<file path="src/rtl/cpu_pkg.sv">
// Shared constants and types for the CPU control unit: instruction field layout,
// opcode and ALU-op encodings, sequencer states and the opcode decode payload.
package cpu_pkg;

    // Instruction word layout: {OP[31:24], RD[23:16], RT[15:8], RS/IMM[7:0]}
    localparam int unsigned FIELD_W = 8;
    localparam int unsigned OP_POS  = 24;
    localparam int unsigned RD_POS  = 16;
    localparam int unsigned RT_POS  = 8;
    localparam int unsigned RS_POS  = 0;

    localparam int unsigned ALUOP_W = 3;

    localparam logic [FIELD_W-1:0] OP_LOADI = 8'd0;
    localparam logic [FIELD_W-1:0] OP_MOV   = 8'd1;
    localparam logic [FIELD_W-1:0] OP_ADD   = 8'd2;
    localparam logic [FIELD_W-1:0] OP_SUB   = 8'd3;
    localparam logic [FIELD_W-1:0] OP_AND   = 8'd4;
    localparam logic [FIELD_W-1:0] OP_OR    = 8'd5;

    localparam logic [ALUOP_W-1:0] ALU_FWD = 3'b000;
    localparam logic [ALUOP_W-1:0] ALU_ADD = 3'b001;
    localparam logic [ALUOP_W-1:0] ALU_AND = 3'b010;
    localparam logic [ALUOP_W-1:0] ALU_OR  = 3'b011;

    typedef enum logic [2:0] {
        ST_IDLE   = 3'd0,
        ST_DECODE = 3'd1,
        ST_EXEC   = 3'd2,
        ST_WB     = 3'd3,
        ST_HALT   = 3'd4
    } state_t;

    typedef struct packed {
        logic [ALUOP_W-1:0] aluop;
        logic               imm_sel;
        logic               neg_sel;
        logic               wr_valid;
        logic               illegal;
    } dec_t;

endpackage

</file>
<file path="src/rtl/ctrl_opcode_decode.sv">
// Combinational opcode decoder: maps the instruction opcode to ALU op, operand
// muxing, register-file write qualification and the illegal-opcode flag.
module ctrl_opcode_decode
    import cpu_pkg::*;
(
    input  logic [FIELD_W-1:0] i_op,
    output dec_t               o_dec_c
);

    always_comb begin
        o_dec_c.aluop    = ALU_FWD;
        o_dec_c.imm_sel  = 1'b0;
        o_dec_c.neg_sel  = 1'b0;
        o_dec_c.wr_valid = 1'b1;
        o_dec_c.illegal  = 1'b0;
        case (i_op)
            OP_LOADI: o_dec_c.imm_sel = 1'b1;
            OP_MOV:   o_dec_c.aluop   = ALU_FWD;
            OP_ADD:   o_dec_c.aluop   = ALU_ADD;
            // SUB is an ADD with operand2 two's-complemented
            OP_SUB: begin
                o_dec_c.aluop   = ALU_ADD;
                o_dec_c.neg_sel = 1'b1;
            end
            OP_AND:   o_dec_c.aluop   = ALU_AND;
            OP_OR:    o_dec_c.aluop   = ALU_OR;
            default: begin
                o_dec_c.wr_valid = 1'b0;
                o_dec_c.illegal  = 1'b1;
            end
        endcase
    end

endmodule

</file>
<file path="src/rtl/cpu_control_unit.sv">
// Instruction decode/sequencing stage (IDLE/DECODE/EXEC/WB/HALT) in front of the
// register file and ALU. Optional feature macro: CTRL_ILLEGAL_TRAP_EN (illegal-opcode trap/halt).
module cpu_control_unit
    import cpu_pkg::*;
#(
    parameter int unsigned INSTR_W    = 32,
    parameter int unsigned DATA_W     = 8,
    parameter int unsigned REG_ADDR_W = 3,
    parameter int unsigned CNT_W      = 16
) (
    input  logic                  i_clk,
    input  logic                  i_rst_n,
    input  logic [INSTR_W-1:0]    i_instr,
    input  logic                  i_instr_valid,
    output logic                  o_instr_ready,
    output logic [REG_ADDR_W-1:0] o_readreg1,
    output logic [REG_ADDR_W-1:0] o_readreg2,
    output logic [REG_ADDR_W-1:0] o_writereg,
    output logic                  o_writeenable,
    output logic [DATA_W-1:0]     o_immediate,
    output logic [ALUOP_W-1:0]    o_aluop,
    output logic                  o_imm_sel,
    output logic                  o_neg_sel,
    output logic [CNT_W-1:0]      o_retired_cnt,
    output logic                  o_trap
);

    state_t              r_state;
    state_t              w_state_next;
    logic [INSTR_W-1:0]  r_ir;
    logic [CNT_W-1:0]    r_retired_cnt;
    dec_t                w_dec;
    logic                w_accept;
    logic                w_unused;

    ctrl_opcode_decode u_opcode_decode (
        .i_op    (r_ir[OP_POS +: FIELD_W]),
        .o_dec_c (w_dec)
    );

    assign w_accept = i_instr_valid && o_instr_ready;

    // State register
    always_ff @(posedge i_clk or negedge i_rst_n) begin
        if (!i_rst_n) begin
            r_state <= ST_IDLE;
        end else begin
            r_state <= w_state_next;
        end
    end

    // Next-state logic
    always_comb begin
        w_state_next = r_state;
        case (r_state)
            ST_IDLE: begin
                if (i_instr_valid) begin
                    w_state_next = ST_DECODE;
                end
            end
            ST_DECODE: begin
                w_state_next = ST_EXEC;
`ifdef CTRL_ILLEGAL_TRAP_EN
                if (w_dec.illegal) begin
                    w_state_next = ST_HALT;
                end
`endif
            end
            ST_EXEC: w_state_next = ST_WB;
            ST_WB: begin
                if (i_instr_valid) begin
                    w_state_next = ST_DECODE;
                end else begin
                    w_state_next = ST_IDLE;
                end
            end
            ST_HALT: w_state_next = ST_HALT;
            default: w_state_next = ST_IDLE;
        endcase
    end

    // Output logic: control strokes decoded from state and the held IR
    always_comb begin
        o_instr_ready = 1'b0;
        o_writeenable = 1'b0;
        o_aluop       = ALU_FWD;
        o_imm_sel     = 1'b0;
        o_neg_sel     = 1'b0;
        case (r_state)
            ST_IDLE: o_instr_ready = 1'b1;
            ST_DECODE, ST_EXEC: begin
                o_aluop   = w_dec.aluop;
                o_imm_sel = w_dec.imm_sel;
                o_neg_sel = w_dec.neg_sel;
            end
            ST_WB: begin
                o_instr_ready = 1'b1;
                o_writeenable = w_dec.wr_valid;
                o_aluop       = w_dec.aluop;
                o_imm_sel     = w_dec.imm_sel;
                o_neg_sel     = w_dec.neg_sel;
            end
            default: ;
        endcase
    end

    // Instruction register and retired-instruction counter
    always_ff @(posedge i_clk or negedge i_rst_n) begin
        if (!i_rst_n) begin
            r_ir          <= '0;
            r_retired_cnt <= '0;
        end else begin
            if (w_accept) begin
                r_ir <= i_instr;
            end
            if (r_state == ST_WB) begin
                r_retired_cnt <= r_retired_cnt + CNT_W'(1);
            end
        end
    end

`ifdef CTRL_ILLEGAL_TRAP_EN
    logic r_trap;

    // Sticky trap, cleared only by reset
    always_ff @(posedge i_clk or negedge i_rst_n) begin
        if (!i_rst_n) begin
            r_trap <= 1'b0;
        end else if ((r_state == ST_DECODE) && w_dec.illegal) begin
            r_trap <= 1'b1;
        end
    end

    assign o_trap = r_trap;
`else
    assign o_trap = 1'b0;
`endif

    assign o_readreg1    = r_ir[RT_POS +: REG_ADDR_W];
    assign o_readreg2    = r_ir[RS_POS +: REG_ADDR_W];
    assign o_writereg    = r_ir[RD_POS +: REG_ADDR_W];
    assign o_immediate   = r_ir[RS_POS +: DATA_W];
    assign o_retired_cnt = r_retired_cnt;

    // Upper register-field bits are deliberately ignored
    assign w_unused = ^{r_ir[RD_POS + REG_ADDR_W +: FIELD_W - REG_ADDR_W],
                        r_ir[RT_POS + REG_ADDR_W +: FIELD_W - REG_ADDR_W],
                        w_dec.illegal};

endmodule

</file>
<file path="config.mk">
export PLATFORM = sky130hd
export DESIGN_NAME = cpu_control_unit
export DESIGN_NICKNAME = d
export VERILOG_FILES = /design/src/rtl/cpu_pkg.sv /design/src/rtl/ctrl_opcode_decode.sv /design/src/rtl/cpu_control_unit.sv
export SDC_FILE = /design/constraint.sdc
export NUM_CORES = 1
export LEC_CHECK = 0
export ABC_AREA = 1
export ABC_CLOCK_PERIOD_IN_PS = 1800
export CORE_MARGIN = 3
export CORE_UTILIZATION = 45
export DETAILED_ROUTE_END_ITERATION = 6
export PLACE_DENSITY = 0.8
export SYNTH_ARGS = -nofsm -noshare
export SYNTH_HDL_FRONTEND = slang
export SYNTH_HIERARCHICAL = 1
export SYNTH_SLANG_ARGS = --single-unit
</file>
<file path="constraint.sdc">
create_clock -name i_clk -period 1.8 [get_ports i_clk]
set_clock_uncertainty 0.05 [all_clocks]
set_input_delay 0.18 -clock i_clk [delete_from_list [all_inputs] [get_ports i_clk]]
set_output_delay 0.18 -clock i_clk [all_outputs]
set_load 0.05 [all_outputs]
</file>
Fig. 1: congestion heat map
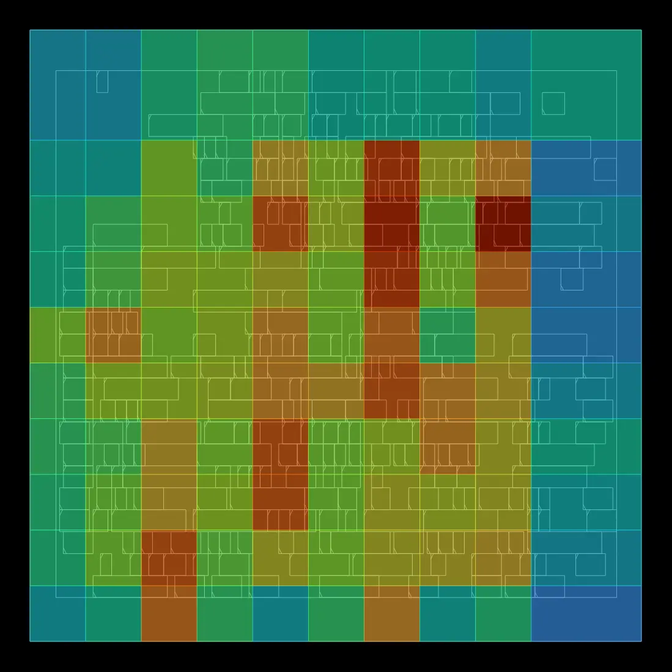
GR peak layer: met2
met3 Resource Use GR: 3.56%
per-cell routed wire length: 11.7 µm

Fig. 2: sequential cells colored by netlist name
Other cells in gray.
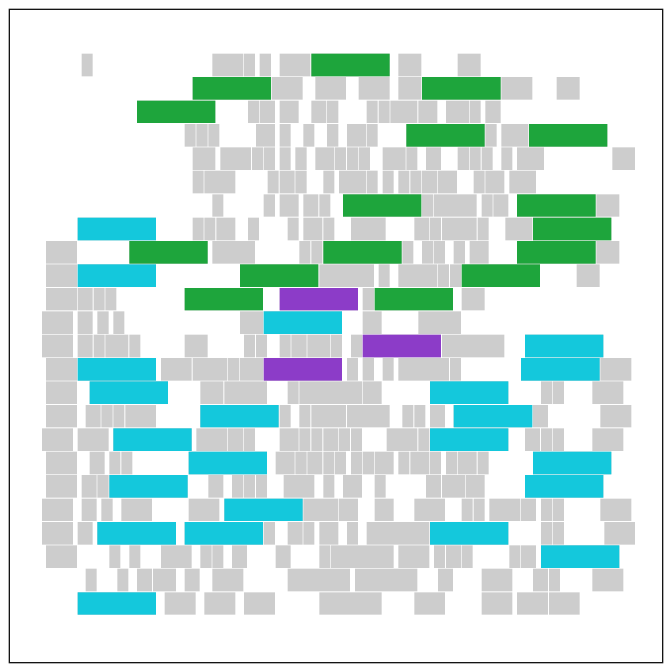
netlist name	color	flops
`r_state`	purple	3
`o_retired_cnt`	green	16
`r_ir`	cyan	22

==> run summary <==
fresh numbers from the pnr run: run status=complete, no violations, final setup margin=49.4 ps, syn nets=307, reg2reg start=r_state[1], kind of critical path=reg2out, Startpoint Class=flop, worst setup path startpoint=o_retired_cnt[11], Residual DRC=0, CTS Root Cell=clkbuf_8, critical-path cell list=clkdlybuf4s50_1, H-tree depth=2, layout cell share with drive strength beyond 1=17.2%, Rows=24, Ys Warns=6, chip area=5740 µm², first-pass GRT wire length=7500 µm, Non-Filler Instances=391, total power=0.00500 W, Worst EP arrival=1520 ps, CTS Buffer Depth=2, final setup fails=0, vias in the first global route=1750, Mapped Cells=271, grt ovf=0, TritonCTS clock tree=yes, largest net degree at the start of global routing=42, Tcrit/Tclk final=97.3%, Leakage Power=1.37 nW, clk_lat worst skew=280 ps, Post-Place Cells=379, final hold vios=0
## where the power goes
group	total (W)	internal [W]	switching [W]
Sequential	0.00152	0.00125	0.000277
Clock	0.000564	0.000275	0.000289
Combinational	0.00291	0.00103	0.00188
## timing repair
item,4_1_cts,5_1_grt
hold buffers,1,0
gates resized,0,8
endpoints found under the setup margin,1,5
pin swaps,1,0
endpoints found under the hold margin,41,0
setup buffers,3,0
## cell usage in the layout (no fill, tap or decap), types with 2 or more instances in the layout
cell,instances
a21oi_1,2
buf_12,7
buf_4,16
clkbuf_1,3
clkbuf_8,5
clkdlybuf4s50_1,47
conb_1,2
dfrtp_1,41
inv_1,22
inv_2,3
nand2_1,84
nand2_2,4
nand3_1,30
nand3b_1,2
nand4_1,7
nor2_1,16
nor2_2,11
nor2_4,4
o21ai_0,2
xnor2_1,5
## registers in the layout, indices dropped and copies added, names as in the netlist
name           cells
r_ir              22
r_state            3
o_retired_cnt     16
## metrics by stage
step	cell area (µm²)	hold slack, ps	util (%)
floorplan	2190	-166	-
global placement	2780	225	61.4
detailed placement	2780	223	61.4
CTS	2910	388	64.2
global route	2930	405	64.7
finish	2930	397	64.7
## metal layers
metal / vias to the layer above / routed length (µm) / global-route usage (%)
met5: - / 0 / 0
met1: 854 / 1920 / 20.1
met4: 0 / 42 / 6.99
li1: 934 / - / -
met2: 39 / 2450 / 30.4
met3: 2 / 170 / 3.56
## final timing paths
check | to | slack (ps) | cells past startpoint
max | o_retired_cnt[11] | 50 | 1
min | r_ir[6] | 400 | 3
max reg2reg | r_ir[28] | 250 | 7
min reg2reg | r_ir[7] | 420 | 2
max in group asynchronous | r_ir[16] | 880 | 3
min in group asynchronous | r_ir[2] | 470 | 3
## final cells by class
class	count	area (µm²)	area share (%)
Inverter	25	93.8	3.20
Tap cell	65	81.3	2.77
Timing Repair Buffer	72	746	25.4
Multi-Input combinational cell	180	907	30.9
Sequential cell	41	1030	35.0
Clock buffer	8	80.1	2.73
Power and IR drop assume default switching activity.
